**Signal wires on met1**

The bar under the picture is 20 um long. Supply wires on this layer in grey.
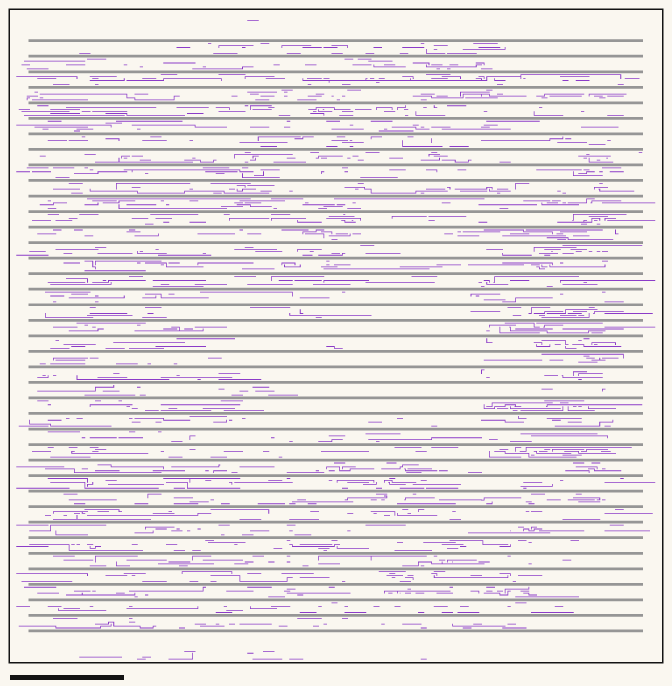
**M2 wires**

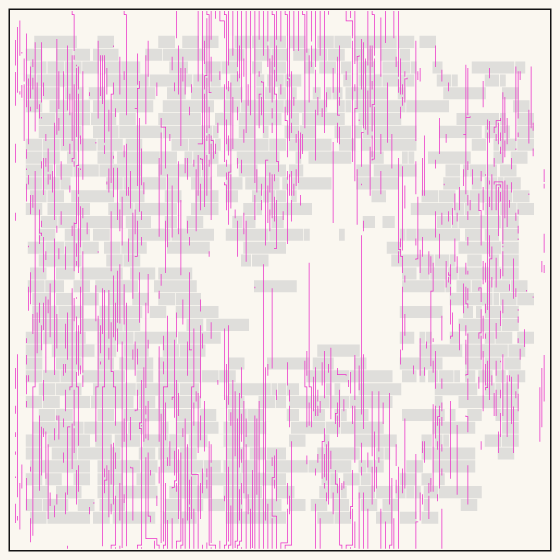
**M3 wires**

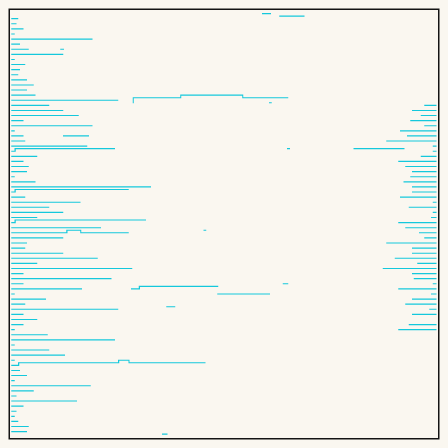
File: config.mk
export PLATFORM = sky130hd
export DESIGN_NAME = mic1_mem_ctrl
export DESIGN_NICKNAME = d
export VERILOG_FILES = /design/src/rtl/mic1_mem_pkg.sv /design/src/rtl/mic1_mem_chan.sv /design/src/rtl/mic1_mem_ctrl.sv
export SDC_FILE = /design/constraint.sdc
export NUM_CORES = 1
export LEC_CHECK = 0
export CORE_MARGIN = 3
export CORE_UTILIZATION = 40
export CTS_CLUSTER_SIZE = 10
export DETAILED_ROUTE_END_ITERATION = 16
export PLACE_DENSITY = 0.78
export SLEW_MARGIN = 15
export SYNTH_ARGS = -nofsm -noshare
export SYNTH_HDL_FRONTEND = slang
export SYNTH_HIERARCHICAL = 1
export SYNTH_SLANG_ARGS = --single-unit
File: constraint.sdc
create_clock -name clock -period 2.5 [get_ports clock]
set_input_delay 0.375 -clock clock [delete_from_list [all_inputs] [get_ports clock]]
set_output_delay 0.375 -clock clock [all_outputs]
set_load 0.03 [all_outputs]
File: src/rtl/mic1_mem_pkg.sv
// Shared types and constants for the MIC-1 memory-interface stage.
// Holds the channel state enums, latency-counter width and error-cause codes.
package mic1_mem_pkg;

  typedef enum logic [1:0] {
    D_IDLE  = 2'd0,
    D_READ  = 2'd1,
    D_WRITE = 2'd2
  } d_state_t;

  typedef enum logic {
    F_IDLE = 1'b0,
    F_WAIT = 1'b1
  } f_state_t;

  // Both channel FSMs live in one struct so checkers can bind to a single signal.
  typedef struct packed {
    d_state_t d_state;
    f_state_t f_state;
  } mem_state_t;

  localparam int CNT_W = $clog2(4);

  localparam int ERR_BOTH_STROBES = 0;
  localparam int ERR_OUT_OF_RANGE = 1;
  localparam int ERR_CAUSES       = 2;

  function automatic logic out_of_range(input logic [31:0] addr, input int aw);
    return (addr >> aw) != 32'd0;
  endfunction

endpackage

File: src/rtl/mic1_mem_chan.sv
// Generic latency/capture channel: counts LAT edges after start, then captures
// rdata (or zero for a poisoned request) and pulses load for one cycle.
module mic1_mem_chan
  import mic1_mem_pkg::*;
#(
  parameter int W   = 32,
  parameter int LAT = 1   // legal 1..3
) (
  input  logic         clock,
  input  logic         reset,
  input  logic         start,
  input  logic         zero,
  input  logic         run,
  input  logic [W-1:0] rdata,
  output logic         done,
  output logic [W-1:0] dout,
  output logic         load
);

  localparam logic [CNT_W-1:0] LAT_C = CNT_W'(LAT);

  logic [CNT_W-1:0] cnt;
  logic             zero_q;

  // done marks the capture edge, one edge after the counter reaches zero.
  assign done = run && (cnt == '0);

  always_ff @(posedge clock or posedge reset) begin
    if (reset) begin
      cnt    <= '0;
      zero_q <= 1'b0;
      dout   <= '0;
      load   <= 1'b0;
    end else begin
      load <= 1'b0;
      if (start) begin
        cnt    <= LAT_C;
        zero_q <= zero;
      end else if (done) begin
        dout <= zero_q ? '0 : rdata;
        load <= 1'b1;
      end else if (run) begin
        cnt <= cnt - 1'b1;
      end
    end
  end

endmodule

File: src/rtl/mic1_mem_ctrl.sv
// MIC-1 memory-interface stage: turns READ/WRITE/FETCH strobes into timed
// RAM/ROM accesses and returns MDR/MBR load strobes, stalling via busy.
module mic1_mem_ctrl
  import mic1_mem_pkg::*;
#(
  parameter int ADDR_W      = 10,
  parameter int PROG_ADDR_W = 12,
  parameter int RAM_LAT     = 1,
  parameter int ROM_LAT     = 1
) (
  input  logic                   clock,
  input  logic                   reset,
  input  logic                   rd,
  input  logic                   wr,
  input  logic                   fetch,
  input  logic [31:0]            mar,
  input  logic [31:0]            mdr_out,
  input  logic [31:0]            pc,
  output logic [ADDR_W-1:0]      ram_addr,
  output logic [31:0]            ram_wdata,
  output logic                   ram_wren,
  input  logic [31:0]            ram_rdata,
  output logic [PROG_ADDR_W-1:0] rom_addr,
  input  logic [7:0]             rom_rdata,
  output logic [31:0]            mdr_in,
  output logic                   mdr_load,
  output logic [7:0]             mbr_in,
  output logic                   mbr_load,
  output logic                   busy,
  output logic                   err
);

  // Handshake: a strobe is taken on the first rising edge at which its channel
  // is idle; the control path keeps MIR steady while busy, so nothing is queued.
  mem_state_t st, st_d;
  logic d_idle, f_idle, oor;
  logic rd_acc, wr_acc, both_acc, f_acc;
  logic rd_done, f_done;

  assign oor      = out_of_range(mar, ADDR_W);
  assign d_idle   = (st.d_state == D_IDLE);
  assign f_idle   = (st.f_state == F_IDLE);
  assign rd_acc   = d_idle && rd && !wr;
  assign wr_acc   = d_idle && wr && !rd;
  assign both_acc = d_idle && rd && wr;
  assign f_acc    = f_idle && fetch;
  assign busy     = !d_idle || !f_idle;

  always_comb begin
    st_d = st;
    case (st.d_state)
      D_IDLE: begin
        if (rd_acc)      st_d.d_state = D_READ;
        else if (wr_acc) st_d.d_state = D_WRITE;
      end
      D_READ:  if (rd_done) st_d.d_state = D_IDLE;
      D_WRITE: st_d.d_state = D_IDLE;
      default: st_d.d_state = D_IDLE;
    endcase
    case (st.f_state)
      F_IDLE:  if (f_acc) st_d.f_state = F_WAIT;
      F_WAIT:  if (f_done) st_d.f_state = F_IDLE;
      default: st_d.f_state = F_IDLE;
    endcase
  end

  always_ff @(posedge clock or posedge reset) begin
    if (reset) st <= '{d_state: D_IDLE, f_state: F_IDLE};
    else       st <= st_d;
  end

  always_ff @(posedge clock or posedge reset) begin
    if (reset) begin
      ram_addr  <= '0;
      ram_wdata <= '0;
      ram_wren  <= 1'b0;
      rom_addr  <= '0;
      err       <= 1'b0;
    end else begin
      ram_wren <= 1'b0;
      if (rd_acc || wr_acc) ram_addr <= mar[ADDR_W-1:0];
      if (wr_acc) begin
        ram_wdata <= mdr_out;
        // An out-of-range write still spends its D_WRITE cycle, just without the strobe.
        ram_wren  <= !oor;
      end
      if (f_acc) rom_addr <= pc[PROG_ADDR_W-1:0];
      if (both_acc || ((rd_acc || wr_acc) && oor)) err <= 1'b1;
    end
  end

  mic1_mem_chan #(.W(32), .LAT(RAM_LAT)) u_rd_chan (
    .clock (clock),
    .reset (reset),
    .start (rd_acc),
    .zero  (oor),
    .run   (st.d_state == D_READ),
    .rdata (ram_rdata),
    .done  (rd_done),
    .dout  (mdr_in),
    .load  (mdr_load)
  );

  mic1_mem_chan #(.W(8), .LAT(ROM_LAT)) u_fetch_chan (
    .clock (clock),
    .reset (reset),
    .start (f_acc),
    .zero  (1'b0),
    .run   (st.f_state == F_WAIT),
    .rdata (rom_rdata),
    .done  (f_done),
    .dout  (mbr_in),
    .load  (mbr_load)
  );

endmodule

==> results.tsv <==
stage	metric	value	unit
run_status	status	complete, no violations	
synth	Cell Type Count	39	
grt	gr usage total	18.4	%
finish	fraction of area in multi-input gates	24.2	%
die	area of the die	13000	um2
place	final weighted congestion in routability-driven placement	0.768	
route	Routed Antenna Nets	0	
final_timing	hold slack	0.476	ns
finish	layout cells sized above 1	20.0	%
clock_tree	postcts setup bufs	0	
grt	initial antenna violation count	0	
route	DRC errors left	0	
finish	ANT cells	0	
final_timing	final setup vio count	0	
pwr	Clk pwr share	16.7	%
pwr	Pleak	3.06	nW
clock_tree	clock latency on the worst-skew pair	0.34	ns
setup_path	crit path kind	flop to output pin	
finish	Combinational Area	1760	um2
place	dpl ws	0.293	ns
clock_tree	Root Driver	clkbuf_16	
synth	Area leader share	57.2	%
pwr	Final Power	0.00911	W
job	# Max-Cap Violations	0	
synth	# Cells Yosys	353	
synth	aoi share	7.32	%
final_timing	Final WS setup	0.350	ns
final_timing	max-slew violation count	0	
die	Horiz. Die Dim	114	um
finish	Seq cells	107	
synth	Simple-Gate Fraction of Synth Area	13.5	%
pwr	P_sw	0.00356	W
finish	number of fillers in the final layout	875	
pwr	largest power group	combinational logic	
pwr	Pwr Density	1260	nW/um2
pwr	Worst IR Drop VDD	0.000731	V
final_timing	Worst-Margin Slew	0.825	ns
clock_tree	H-tree Lvls	3	
finish	Area Growth Syn to Fin	55.0	%
clock_tree	Worst-path clk slew	0.07	ns
final_timing	fin crit share	86.0	%
clock_tree	CTS tree	yes	
pwr	Clk power	0.00153	W
pwr	register share of total power	32.3	%
setup_path	CP bufs+invs	1	
die	Tapcell Cnt	140	
die	FP Util	42.1	%
setup_path	CP Data Arrival Time	1.78	ns
grt	met3 Resource Use GR	8.46	%
die	Cell Rows	38	
route	Top Metal Used	met4	
synth	ys flops	107	
synth	Yosys chip area	4680	um2
synth	Synth Warn #	6	
finish	design area	7260	um2
finish	ClkCell Share	4.45	%
final_timing	setup TNS	0	ns
synth	ys async rst share	100	%
place	Inst Count DP	703	
finish	Non-clock buffering overhead	31.5	%
pwr	Pint	0.00556	W
setup_path	CP delay by family, top	buffers and inverters	
route	vias per inst	4.72	
pwr	Logic power comb	0.00465	W
finish	clkbuf count	9	
finish	Max-area cell class	registers	
synth	Post-Syn Nets	496	
setup_path	CP endpoint kind	output pin	
synth	Top logic family	multiplexers	
route	Initial DRC Count	122	
route	routed length per instance	16.4	um
place	placed instance area	6930	um2
finish	comb_multi_in	219	
route	M1 WL	4320	um
setup_path	Crit-path slowest cell	clkdlybuf4s50_1	
final_timing	Final Hold Fails	0	
synth	xor+xnor area frac	0.374	%
route	met2 WL	6080	um
route	Met3 Wirelength	1230	um
place	DP Wirelength	9170	um
final_timing	post-layout min period	2.15	ns
finish	utilization after layout	65.2	%
synth	Post-Syn Instances	353	
die	num ports	240	
hold_path	Hold Crit Class	input pin to asynchronous set/reset pin	
synth	post-synthesis cell area	4680	um2
pwr	combinational share of power	51.0	%
finish	Signal buffers	226	
place	port buffer count	219	
finish	final net count	717	
route	Pre-Repair DR Iteration Count	4	
final_timing	Max Freq	465	MHz
synth	Adder-Cell Fraction of Synth Area	0.535	%
synth	top cells by area	dfrtp_1 57%, mux2_4 9.0%, mux2_2 6.7%	
finish	Non-CTS inverters	11	
grt	grt peak-use layer	met2	
die	Die Y-Extent	114	um
synth	Synth area leader	dfrtp_1	
finish	register area	2680	um2
final_timing	RSZ-0062 raised after global routing	false	
final_timing	slew margin rel.	45.0	%
setup_path	R2R setup slack	0.85	ns
route	vias	3392	
setup_path	CP Max Fanout	7	
synth	EDFF count, synth	0	
grt	total gr overflow	0	
setup_path	worst-path cell chain	or3_1 > clkdlybuf4s50_1	
die	Placeable Area	11100	um2
finish	Final Non-Filler Cells	719	
pwr	P_seq	0.00294	W
clock_tree	maximum buffer depth of the clock tree	2	
synth	most frequent cell after synthesis	dfrtp_1	
clock_tree	CTS-repair resized insts	0	
grt	first-pass GRT wire length	18600	um
clock_tree	total CTS buffers	9	
grt	M1 GR Usage	19.9	%
grt	vias in the first global route	3642	
synth	Post-synth top flop	dfrtp_1	
finish	top flop regs	ram_wdata (32), u_rd_chan/dout (32), rom_addr (12)	
clock_tree	hold-fix buffers at CTS	0	
synth	Syn Area/Cell	13.3	um2
synth	Seq share, synth	57.2	%
grt	largest net degree at the start of global routing	60	
synth	Post-synth top cells	107 x dfrtp_1, 42 x nand2b_1, 41 x nand2_1, 28 x mux2_2, 28 x mux2_4	
setup_path	Crit path required time	2.12	ns
route	total length of routed wires	11800	um
clock_tree	clk sinks	107	
job	stage-log warning count	46	
grt	grt met2 use	32.6	%
pwr	Switching Share	39.0	%
Notes on 'signal wires on met1' above:
606 nets have wire on it. The layer holds 37% of the routed length. The longest straight run is 32.2 um. The wires run mostly horizontal.

Notes on 'M2 wires' above:
The longest straight run is 60.0 um. The layer carries 6,080 um of wire. The layer holds 52% of the routed length. The wires run mostly vertical.

Notes on 'M3 wires' above:
The layer holds 10% of the routed length. The wires run mostly horizontal. The longest straight run is 37.0 um. 131 nets have wire on it. The layer carries 1,230 um of wire.

-- cell usage in the layout (no fill, tap or decap), types with 3 or more instances in the layout --
master	count
nor4_1	5
nor2_1	6
o21ai_1	13
dfrtp_1	107
nand2b_1	42
mux2_2	28
clkdlybuf4s50_1	219
mux2_4	28
o21ai_0	3
nand2_1	41
buf_4	4
clkbuf_16	9
o21ai_2	24
buf_12	3
inv_1	9
-- worst paths after layout --
check / start / endpoint / cells past startpoint
min in group clock: u_rd_chan/dout[10] / u_rd_chan/dout[10] / 2
max reg2reg: st[1] / u_rd_chan/dout[15] / 5
max: st[0] / busy / 2
max in group asynchronous: reset / rom_addr[0] / 3
min reg2reg: u_rd_chan/dout[10] / u_rd_chan/dout[10] / 2
min: reset / u_fetch_chan/cnt[1] / 2
Power is estimated from default activity; no workload was simulated.
